**src/rtl/uart_pkg.sv**
```systemverilog
// Shared definitions for the UART receive/transmit slice: FSM state
// encoding, oversampling constants and the baud-rate selector encoding
// used by the baud controllers.
package uart_pkg;

    // Receiver sequencer states
    typedef enum logic [2:0] {
        IDLE   = 3'd0,
        START  = 3'd1,
        DATA   = 3'd2,
        PARITY = 3'd3,
        STOP   = 3'd4
    } rx_state_t;

    // sample_ENABLE pulses per bit period and the mid-bit sample index
    localparam int OVERSAMPLE   = 16;
    localparam int SAMPLE_POINT = OVERSAMPLE / 2 - 1;

    // Baud-rate selector shared with the transmit/receive baud controllers
    typedef enum logic [1:0] {
        BAUD_9600   = 2'd0,
        BAUD_19200  = 2'd1,
        BAUD_57600  = 2'd2,
        BAUD_115200 = 2'd3
    } baud_select_t;

endpackage

```
**src/rtl/uart_rx_sync.sv**
```systemverilog
// Two-flop synchronizer for the asynchronous RxD line. Both stages reset
// to 1 so the line reads as idle while reset is active.
module uart_rx_sync (
    input  logic clock,
    input  logic reset,
    input  logic async_in,
    output logic sync_out
);

    logic meta_reg;

    // Two-stage capture of the asynchronous input
    always_ff @(posedge clock or negedge reset) begin
        if (!reset) begin
            meta_reg <= 1'b1;
            sync_out <= 1'b1;
        end else begin
            meta_reg <= async_in;
            sync_out <= meta_reg;
        end
    end

endmodule

```
**src/rtl/uart_rx_controller.sv**
```systemverilog
// UART receive sequencer. Detects the start bit on the synchronized RxD
// line, samples data/parity/stop bits at mid-bit using the 16x sample
// tick, and presents each byte with a one-clock valid strobe plus
// parity (even) and framing error flags.
// Optional build macro UART_RX_MAJORITY_EN: each bit is the 2-of-3
// majority of samples at SP-1, SP, SP+1 and every decision moves to SP+1.
module uart_rx_controller #(
    parameter int DATA_BITS  = 8,
    parameter int OVERSAMPLE = uart_pkg::OVERSAMPLE
) (
    input  logic                 clock,
    input  logic                 reset,
    input  logic                 sample_ENABLE,
    input  logic                 Rx_EN,
    input  logic                 RxD,
    output logic [DATA_BITS-1:0] Rx_DATA,
    output logic                 Rx_VALID,
    output logic                 Rx_PERROR,
    output logic                 Rx_FERROR
);

    import uart_pkg::*;

    localparam int TW  = $clog2(OVERSAMPLE);
    localparam int BW  = (DATA_BITS > 1) ? $clog2(DATA_BITS) : 1;
    localparam int SPL = OVERSAMPLE / 2 - 1;
`ifdef UART_RX_MAJORITY_EN
    localparam int DP  = SPL + 1;
`else
    localparam int DP  = SPL;
`endif

    localparam logic [TW-1:0] DP_T   = TW'(DP);
    localparam logic [TW-1:0] LAST_T = TW'(OVERSAMPLE - 1);
    localparam logic [BW-1:0] BLAST  = BW'(DATA_BITS - 1);

    logic                 rx_s;
    logic                 bit_value;
    rx_state_t            state_reg;
    logic [TW-1:0]        tick_cnt_reg;
    logic [BW-1:0]        bit_cnt_reg;
    logic [DATA_BITS-1:0] shift_reg;
    logic                 parity_reg;

    uart_rx_sync u_sync (
        .clock    (clock),
        .reset    (reset),
        .async_in (RxD),
        .sync_out (rx_s)
    );

`ifdef UART_RX_MAJORITY_EN
    localparam logic [TW-1:0] SPM1_T = TW'(SPL - 1);
    localparam logic [TW-1:0] SP_T   = TW'(SPL);

    logic maj_a_reg;
    logic maj_b_reg;

    // Capture the two samples preceding the decision tick
    always_ff @(posedge clock or negedge reset) begin
        if (!reset) begin
            maj_a_reg <= 1'b1;
            maj_b_reg <= 1'b1;
        end else if (sample_ENABLE) begin
            if (tick_cnt_reg == SPM1_T)
                maj_a_reg <= rx_s;
            if (tick_cnt_reg == SP_T)
                maj_b_reg <= rx_s;
        end
    end

    assign bit_value = (maj_a_reg & maj_b_reg) | (maj_a_reg & rx_s) | (maj_b_reg & rx_s);
`else
    assign bit_value = rx_s;
`endif

    // Frame sequencer with registered byte/flag outputs
    always_ff @(posedge clock or negedge reset) begin
        if (!reset) begin
            state_reg    <= IDLE;
            tick_cnt_reg <= '0;
            bit_cnt_reg  <= '0;
            shift_reg    <= '0;
            parity_reg   <= 1'b0;
            Rx_DATA      <= '0;
            Rx_VALID     <= 1'b0;
            Rx_PERROR    <= 1'b0;
            Rx_FERROR    <= 1'b0;
        end else begin
            Rx_VALID <= 1'b0;
            if (!Rx_EN) begin
                // Disabled: drop any partial frame, leave outputs untouched
                state_reg    <= IDLE;
                tick_cnt_reg <= '0;
                bit_cnt_reg  <= '0;
            end else if (sample_ENABLE) begin
                case (state_reg)
                    IDLE: begin
                        // The detecting tick is index 0 of the start window
                        if (!rx_s) begin
                            state_reg    <= START;
                            tick_cnt_reg <= TW'(1);
                        end
                    end
                    START: begin
                        if (tick_cnt_reg == DP_T && bit_value) begin
                            state_reg    <= IDLE;
                            tick_cnt_reg <= '0;
                        end else if (tick_cnt_reg == LAST_T) begin
                            state_reg    <= DATA;
                            tick_cnt_reg <= '0;
                            bit_cnt_reg  <= '0;
                        end else begin
                            tick_cnt_reg <= tick_cnt_reg + 1'b1;
                        end
                    end
                    DATA: begin
                        if (tick_cnt_reg == DP_T)
                            shift_reg[bit_cnt_reg] <= bit_value;
                        if (tick_cnt_reg == LAST_T) begin
                            tick_cnt_reg <= '0;
                            if (bit_cnt_reg == BLAST) begin
                                state_reg   <= PARITY;
                                bit_cnt_reg <= '0;
                            end else begin
                                bit_cnt_reg <= bit_cnt_reg + 1'b1;
                            end
                        end else begin
                            tick_cnt_reg <= tick_cnt_reg + 1'b1;
                        end
                    end
                    PARITY: begin
                        if (tick_cnt_reg == DP_T)
                            parity_reg <= bit_value;
                        if (tick_cnt_reg == LAST_T) begin
                            state_reg    <= STOP;
                            tick_cnt_reg <= '0;
                        end else begin
                            tick_cnt_reg <= tick_cnt_reg + 1'b1;
                        end
                    end
                    STOP: begin
                        // Finish at mid stop bit so the next start edge is caught
                        if (tick_cnt_reg == DP_T) begin
                            Rx_DATA      <= shift_reg;
                            Rx_PERROR    <= parity_reg ^ (^shift_reg);
                            Rx_FERROR    <= ~bit_value;
                            Rx_VALID     <= 1'b1;
                            state_reg    <= IDLE;
                            tick_cnt_reg <= '0;
                        end else begin
                            tick_cnt_reg <= tick_cnt_reg + 1'b1;
                        end
                    end
                    default: begin
                        state_reg    <= IDLE;
                        tick_cnt_reg <= '0;
                        bit_cnt_reg  <= '0;
                    end
                endcase
            end
        end
    end

endmodule

```
**config.mk**
```make
export PLATFORM = sky130hd
export DESIGN_NAME = uart_rx_controller
export DESIGN_NICKNAME = d
export VERILOG_FILES = /design/src/rtl/uart_pkg.sv /design/src/rtl/uart_rx_sync.sv /design/src/rtl/uart_rx_controller.sv
export SDC_FILE = /design/constraint.sdc
export NUM_CORES = 1
export LEC_CHECK = 0
export ABC_CLOCK_PERIOD_IN_PS = 2200
export CAP_MARGIN = 20
export CELL_PAD_IN_SITES_DETAIL_PLACEMENT = 0
export CELL_PAD_IN_SITES_GLOBAL_PLACEMENT = 1
export CORE_UTILIZATION = 35
export CTS_BUF_LIST = sky130_fd_sc_hd__clkbuf_16
export DETAILED_ROUTE_END_ITERATION = 10
export PLACE_DENSITY = 0.65
export SYNTH_ARGS = -nofsm -noshare
export SYNTH_HDL_FRONTEND = slang
export SYNTH_SLANG_ARGS = --single-unit
```
**constraint.sdc**
```tcl
create_clock -name clock -period 2.2 [get_ports clock]
set_input_delay 0.44 -clock clock [delete_from_list [all_inputs] [get_ports clock]]
set_output_delay 0.44 -clock clock [all_outputs]
set_load 0.1 [all_outputs]
```
==> flow_metrics.tcl, run 1 <==
# implementation run metrics
set metrics [dict create \
    fraction_of_area_in_multi_input_gates_pct 40.73 \
    vias_per_cell 5.263 \
    clock.fmax_mhz 505.8 \
    final.setup_skew_ps 4.629 \
    worstPathArrival_ps 2130 \
    hold-worst-slack_ps 355.7 \
    synthAoiAreaFrac_pct 9.846 \
    numSequentialCells 32 \
    die_w_um 71.75 \
    tritoncts "built" \
    final_min_period_over_clock_period_pct 89.87 \
    num_rows 25 \
    critPathRequiredTime_ps 2360 \
    post-place-cells 233 \
    fp.dieArea_mm2 0.005148 \
    antenna_cells 0 \
    maximum_vdd_ir_drop_mv 0.2927 \
    grt_pass1_vias 1263 \
    cts-root-buf "clkbuf_16" \
    layout.cells.most_common_list "dfrtp_1, buf_4, mux2_2" \
    power_mw 1.549 \
    initCoreUtil_pct 36.29 \
    netlist.top_cell.by_instances "dfrtp_1" \
    finalInstanceArea_mm2 0.002064 \
    dp_hpwl_mm 2.543 \
    pin_count 16 \
    pwr.group.combinational_uw 286 \
    worst_hold_startpoint "u_sync.meta_reg" \
    cts_repair_resize_count 0 \
    common_cells "dfrtp_1, mux2_2, nand2_1" \
    grt_antenna_before_repair 0 \
    p_clk_share_pct 40.6 \
    global_route.usage.total_pct 15.81 \
    synthDominantAreaCellType "dfrtp_1" \
    powerDensity_mw_per_mm2 750.4 \
    crit_path_max_fanout 3 \
    run_status "finished, final reports clean" \
    cp_top_family "simple AND/OR/NAND/NOR gates" \
    nonClkBufAreaFrac_pct 9.939 \
    critPathMaxStageDelay_ps 540 \
    grt_first_pass_wirelength_mm 6.051 \
    finish_stage_setup_viols 0 \
    final.setup.tns_ps 0 \
    cts-hold-fix-buffers 0 \
    post_synth_instance_area_mm2 0.001703 \
    synth.top_cells.by_area "dfrtp_1, mux2_2, xnor2_1" \
    yosys-mux-area-fraction_pct 15.14 \
    buffers_inverters_on_critical_path 1 \
    sw_frac_of_total_pct 27.14 \
    critical_path.endpoint_type "flip-flop" \
    highest_layer "met4" \
    die_h_um 71.75 \
    synthSimpleGateAreaFrac_pct 18.07 \
    route.met2.wl_mm 1.783 \
    synthDistinctLibCells 41 \
    yosys_warnings 0 \
    min_delay_path_depth 0 \
    grt_start_max_net_pins 33 \
    syn_inst 162 \
    total_met3_wirelength_after_detailed_routing_um 139 \
    detail_route.first_pass.iterations 4 \
    synthArstFlopShare_pct 100.0 \
    clock_buffer_count 5 \
    number_of_max_capacitance_violations_reported 0 \
    tritoncts_num_sinks 32 \
    net-switching-power_uw 420.4 \
    min_path_type "flip-flop to flip-flop" \
    transition_time_of_the_tightest_slew_check_pin_ps 425.8 \
    power_report.internal_total_mw 1.129 \
    setup.reg_to_reg.worst_slack_ps 250 \
    tritoncts.num_buffers 5 \
    synth-edff-count 0 \
    final_util_pct 44.00 \
    critical_path.cell_chain "clkdlybuf4s50_1, nand2b_1, or4_4, nor3_1, mux2_2" \
    finalNetCount 194 \
    dr.first_iter.drc_count 55 \
    openroad.warnings 26 \
    grt_overflow 0 \
    grt_setup_unrepaired "false" \
    power_leakage_nw 0.9545 \
    routabilityCongestion 0.8741 \
    fin_crit_ps 1977 \
    placedInstanceArea_mm2 0.001932 \
    area_dominant_class "combinational gates" \
    timing.final.ws_setup_ps 222.8 \
    numSynthFlops 32 \
]
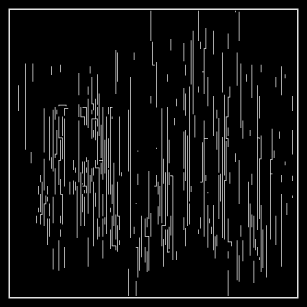
*Signal wires on met2, run 1*
(4 px per µm)
main direction = vertical
share of all routed wire = 51%
total number of vias: 1263
total wire length: 3.528 mm
fraction of met2 tracks used by global routing: 26.94%

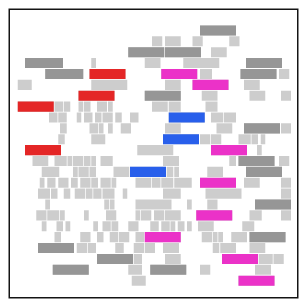
*Where the registers sit, run 1*
(4 px per µm)
`tick_cnt_reg` -> red  # sequential cells 4
`shift_reg` -> magenta  # sequential cells 8
`bit_cnt_reg` -> blue  # sequential cells 3
not colored = 17
combined flip-flop and latch cell area: 803.3 µm²
flip-flop and latch power: 634 µW

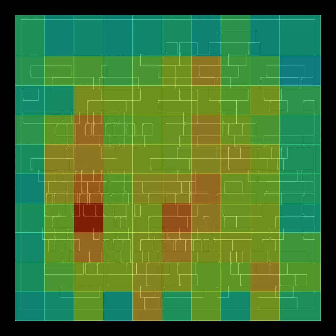
*Routing congestion, run 1*
layer with the highest usage: met2
Wirelength per Cell: 14.70 µm
GR met3 Demand/Resource: 4.641%

### Sizing map, run 1

(6 px per µm)
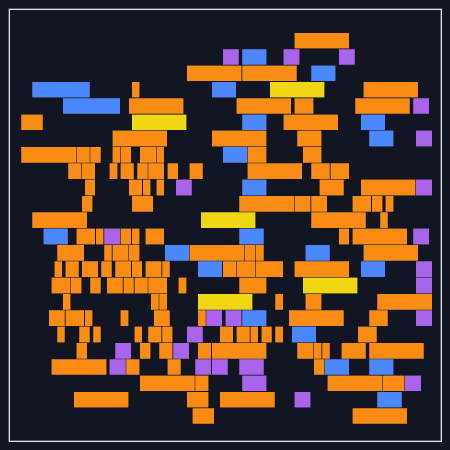

## Run 2: what changed since run 1
- ABC_CLOCK_PERIOD_IN_PS: 2200 -> 2100
- SKIP_CTS_REPAIR_TIMING: not set -> 1
- SLEW_MARGIN: not set -> 20
- clock period: 2.2 -> 2.1 ns (I/O delays scaled with it)
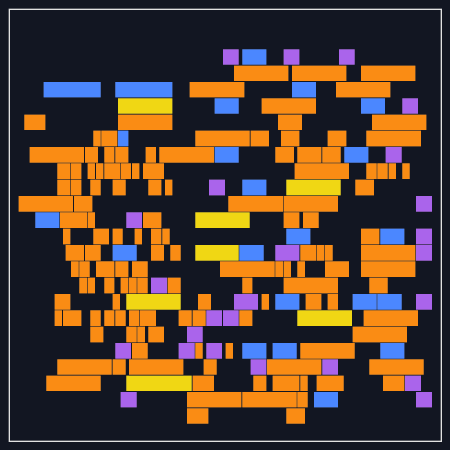
*Sizing map, run 2*
(6 px per µm)
_2 cells -> blue  # cells 22, share 12%, most used mux2_2
_3 and _4 cells -> purple  # cells 25, share 13%, most used buf_4
_6 and larger -> yellow  # cells 7, share 3.7%, most used clkbuf_16
_0 and _1 cells -> orange  # cells 135, share 71%, most used dfrtp_1
Post-Layout Inst Area: 0.002123 mm²
post-layout worst setup margin: 117.4 ps
Syn-to-layout area delta: 24.69%
Non-clk bufs: 28

==> run 2 against run 1 <==
Synthesized area stayed put. Via count is 2.1% higher. Hold slack hardly changed. Synthesized cell count stayed put. Combinational power is 7% higher. Die area stayed put. Critical path depth stayed put. Register-to-register slack worse by 120 ps. Core utilization is 1.3 points higher. Clock skew is 1.9 ps lower. Critical path type unchanged. Highest routed layer unchanged.
==> flow_metrics.tcl, run 2 <==
# implementation run metrics
set metrics [dict create \
    clock_slew_at_reported_path_ffs_ps 50 \
    clockNetworkAreaShare_pct 7.719 \
    cts-root-buf "clkbuf_16" \
    synthSimpleGateAreaFrac_pct 18.07 \
    synthDistinctLibCells 41 \
    synthArstFlopShare_pct 100.0 \
    critical_path.endpoint_type "flip-flop" \
    min_delay_path_depth 0 \
    met3_usage_pct 3.376 \
    cp_top_family "simple AND/OR/NAND/NOR gates" \
    combinational_cell_area_excluding_buffers_and_inverters_um2 840.8 \
    dp_hpwl_mm 2.529 \
    worst_hold_path.endpoint "u_sync.sync_out" \
    synthAoiAreaFrac_pct 9.846 \
    grt_setup_unrepaired "false" \
    common_cells "dfrtp_1, mux2_2, nand2_1" \
    via_count 1290 \
    num_rows 25 \
    powerDensity_mw_per_mm2 837.8 \
    drc_errors 0 \
    synthXorXnorAreaFrac_pct 4.115 \
    dominant_power_group "the clock network" \
    die_h_um 71.75 \
    grt_start_max_net_pins 33 \
    maximum_vdd_ir_drop_mv 0.5238 \
    route.final.wire_length_mm 3.597 \
    transition_time_of_the_tightest_slew_check_pin_ps 415.7 \
    comb_power_share_pct 17.1 \
    dr.first_iter.drc_count 71 \
    worstPathArrival_ps 2140 \
    seq-power_uw 664 \
    area_dominant_class "combinational gates" \
    layout.cells.most_common_list "dfrtp_1, buf_4, mux2_2" \
    crit_path_max_fanout 3 \
    drv_slew 0 \
    power_leakage_nw 0.9903 \
    power_frac_seq_pct 37.3 \
    power_mw 1.779 \
    globalRouteMet2Util_pct 29.14 \
    grt_overflow 0 \
    buffers_inverters_on_critical_path 1 \
    drive_gt1_share_pct 28.57 \
    run_status "finished, final reports clean" \
    preCtsSetupSlack_ps -152.5 \
    clock_latency_ps 280 \
    setup.reg_to_reg.worst_slack_ps 130 \
    tritoncts_num_sinks 32 \
    power_report.internal_total_mw 1.313 \
    final_util_pct 45.25 \
    placedInstanceArea_mm2 0.001959 \
    final.setup.tns_ps 0 \
    critical_path.cell_chain "clkdlybuf4s50_1, nand2b_1, or4_4, nor3_1, mux2_2" \
    p_clk_share_pct 45.5 \
    flop_area_um2 803.3 \
    clock_buffer_count 5 \
    route.met2.wl_mm 1.783 \
    post-place-cells 235 \
    grt_pass1_vias 1375 \
    grt_antenna_before_repair 0 \
    tritoncts.num_buffers 5 \
    worstSetupEndpoint "shift_reg[6]" \
    total_met3_wirelength_after_detailed_routing_um 97 \
    routabilityCongestion 0.9123 \
    finalHoldViolCount 0 \
    slowest_stage "or4_4" \
    clock.fmax_mhz 504.4 \
    start_kind "primary input" \
    yosys_warnings 0 \
    worst_hold_startpoint "u_sync.meta_reg" \
    synth.avg_cell_area_um2 10.51 \
    htreeDepth 2 \
    slew_headroom_pct 72.29 \
    sw_frac_of_total_pct 26.19 \
    synthesis.nets 170 \
    initCoreUtil_pct 36.29 \
    synthDominantAreaCellType "dfrtp_1" \
    fp.dieArea_mm2 0.005148 \
    critPathRequiredTime_ps 2260 \
    rr_startpoint "tick_cnt_reg[0]" \
    yosys-stat-cells 162 \
    final.signal_inverter_count 4 \
    power.clock.total_uw 810 \
    final_cells 243 \
    fraction_of_area_in_multi_input_gates_pct 39.60 \
    mostFrequentLayoutCell "dfrtp_1" \
    nonClkBufAreaFrac_pct 10.96 \
    yosys-dominant-comb-family "simple AND/OR/NAND/NOR gates" \
    numSynthFlops 32 \
    avgRoutedWirePerCell_um 14.80 \
    crit-reg2reg-capture "shift_reg[6]" \
    final.setup_skew_ps 2.726 \
    post_synth_instance_area_mm2 0.001703 \
    layer_with_the_highest_usage "met2" \
    grt_first_pass_wirelength_mm 6.348 \
    hold-worst-slack_ps 355.9 \
    highest_layer "met4" \
    synth-adder-area-share_pct 2.204 \
    synth.top_cells.by_area "dfrtp_1, mux2_2, xnor2_1" \
    synthFlopType "dfrtp_1" \
    yosys-stat-area_mm2 0.001703 \
    die_w_um 71.75 \
    deepest_clock_path_buffer_count 2 \
    final_min_period_over_clock_period_pct 94.41 \
    worst_path_class_setup "primary input to flip-flop" \
    gr-usage-met1_pct 18.28 \
    finalNetCount 196 \
    openroad.warnings 26 \
    synth_top_area_share_pct 44.09 \
    tritoncts "built" \
    antenna_cells 0 \
    routedLengthMet1_mm 1.641 \
    fillers 448 \
    multi_input_comb_cells 117 \
    portBuffers 15 \
    core_region_area_mm2 0.004692 \
    numSequentialCells 32 \
    critPathMaxStageDelay_ps 550 \
    critPathLaunch "sample_ENABLE" \
    finish_stage_setup_viols 0 \
    pin_count 16 \
    min_path_type "flip-flop to flip-flop" \
    pwr.group.combinational_uw 305 \
    vias_per_cell 5.309 \
    synth-edff-count 0 \
    drtAntennaViolNets 0 \
    sh_seq_area_pct 37.83 \
    num_tap_cells 54 \
    global_route.usage.total_pct 16.33 \
    worst_r2r_path_depth 5 \
    fin_crit_ps 1983 \
    number_of_max_capacitance_violations_reported 0 \
    postSynthSeqShare_pct 47.17 \
    net-switching-power_uw 465.9 \
    cp.depth 5 \
    syn_inst 162 \
    yosys-mux-area-fraction_pct 15.14 \
    detail_route.first_pass.iterations 4 \
    netlist.top_cell.by_instances "dfrtp_1" \
]
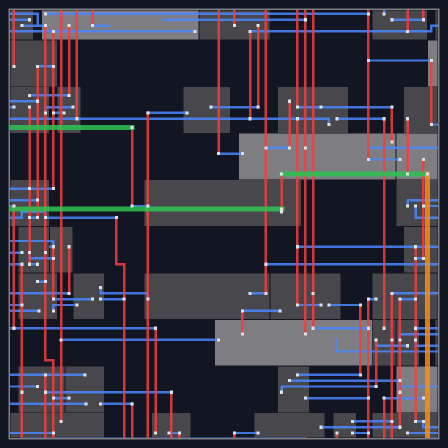
*Zoomed window, run 2*
Window x 23 to 48, y 23 to 48 µm. Cells in gray, sequential cells in the stronger gray; small squares are vias.
metal 3 -> green
metal 1 -> blue
metal 4 -> orange
metal 2 -> red
netlist names of flops here include = `shift_reg` (2), `tick_cnt_reg` (1)
most frequent = mux2_2 (4), dfrtp_1 (3)
cells with their middle in the window = 31
sequential cells in the window = 3

## Run 3: what changed since run 2
- HOLD_SLACK_MARGIN: not set -> 0.06
- TNS_END_PERCENT: not set -> 10
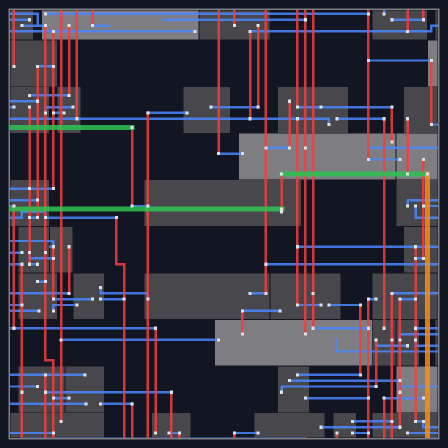
*Zoomed window, run 3*
Window x 23 to 48, y 23 to 48 µm. Cells in gray, sequential cells in the stronger gray; small squares are vias.
metal 4 -> orange
metal 2 -> red
metal 3 -> green
metal 1 -> blue
most frequent = mux2_2 (4), dfrtp_1 (3)
cells with their middle in the window = 31
sequential cells in the window = 3
netlist names of flops here include = `shift_reg` (2), `tick_cnt_reg` (1)

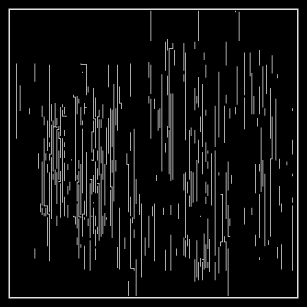
*Signal wires on met2, run 3*
(4 px per µm)
nets with wire on the layer = 167
share of all routed wire = 50%
longest straight run = 29.2 µm
wire length on this layer = 1780 µm
fraction of met2 tracks used by global routing: 29.14%
total number of vias: 1290
total wire length: 3.597 mm

==> run 3 against run 2 <==
Non-clock buffer count did not move. Die area did not move. Fmax did not move. Synthesized cell count did not move. Largest power group unchanged.
==> flow_metrics.tcl, run 3 <==
# implementation run metrics
set metrics [dict create \
    grt_overflow 0 \
    worstSetupEndpoint "shift_reg[6]" \
    synthXorXnorAreaFrac_pct 4.115 \
    synthesis.nets 170 \
    drive_gt1_share_pct 28.57 \
    grt_pass1_vias 1375 \
    worst_hold_startpoint "u_sync.meta_reg" \
    slowest_stage "or4_4" \
    finalHoldViolCount 0 \
    synth-adder-area-share_pct 2.204 \
    preCtsSetupSlack_ps -152.5 \
    synthSimpleGateAreaFrac_pct 18.07 \
    critPathRequiredTime_ps 2260 \
    power_report.internal_total_mw 1.313 \
    yosys_warnings 0 \
    yosys-stat-cells 162 \
    synthDistinctLibCells 41 \
    fp.dieArea_mm2 0.005148 \
    final_min_period_over_clock_period_pct 94.41 \
    drc_errors 0 \
    maximum_vdd_ir_drop_mv 0.5238 \
    number_of_max_capacitance_violations_reported 0 \
    buffers_inverters_on_critical_path 1 \
    seq-power_uw 664 \
    mostFrequentLayoutCell "dfrtp_1" \
    finalNetCount 196 \
    htreeDepth 2 \
    highest_layer "met4" \
    pwr.group.combinational_uw 305 \
    drtAntennaViolNets 0 \
    synthAoiAreaFrac_pct 9.846 \
    power_frac_seq_pct 37.3 \
    hold-worst-slack_ps 355.9 \
    clock_slew_at_reported_path_ffs_ps 50 \
    clock_buffer_count 5 \
    num_rows 25 \
    avgRoutedWirePerCell_um 14.80 \
    sw_frac_of_total_pct 26.19 \
    finish_stage_setup_viols 0 \
    post_synth_instance_area_mm2 0.001703 \
    cp.depth 5 \
    grt_antenna_before_repair 0 \
    clockNetworkAreaShare_pct 7.719 \
    sh_seq_area_pct 37.83 \
    critical_path.endpoint_type "flip-flop" \
    grt_start_max_net_pins 33 \
    dominant_power_group "the clock network" \
    timing.final.ws_setup_ps 117.4 \
    power_mw 1.779 \
    min_path_type "flip-flop to flip-flop" \
    placedInstanceArea_mm2 0.001959 \
    combinational_cell_area_excluding_buffers_and_inverters_um2 840.8 \
    finalInstanceArea_mm2 0.002123 \
    clock_latency_ps 280 \
    tritoncts.num_buffers 5 \
    numSynthFlops 32 \
    deepest_clock_path_buffer_count 2 \
    syn_to_final_growth_pct 24.69 \
    multi_input_comb_cells 117 \
    critPathMaxStageDelay_ps 550 \
    net-switching-power_uw 465.9 \
    final_cells 243 \
    core_region_area_mm2 0.004692 \
    layer_with_the_highest_usage "met2" \
    pin_count 16 \
    setup.reg_to_reg.worst_slack_ps 130 \
    run_status "finished, final reports clean" \
    synth_top_area_share_pct 44.09 \
    post-place-cells 235 \
    crit_path_max_fanout 3 \
    die_h_um 71.75 \
    synthDominantAreaCellType "dfrtp_1" \
    tritoncts "built" \
    met3_usage_pct 3.376 \
    die_w_um 71.75 \
    worstPathArrival_ps 2140 \
    detail_route.first_pass.iterations 4 \
    total_met3_wirelength_after_detailed_routing_um 97 \
    rr_startpoint "tick_cnt_reg[0]" \
]
Power is estimated from default activity; no workload was simulated.
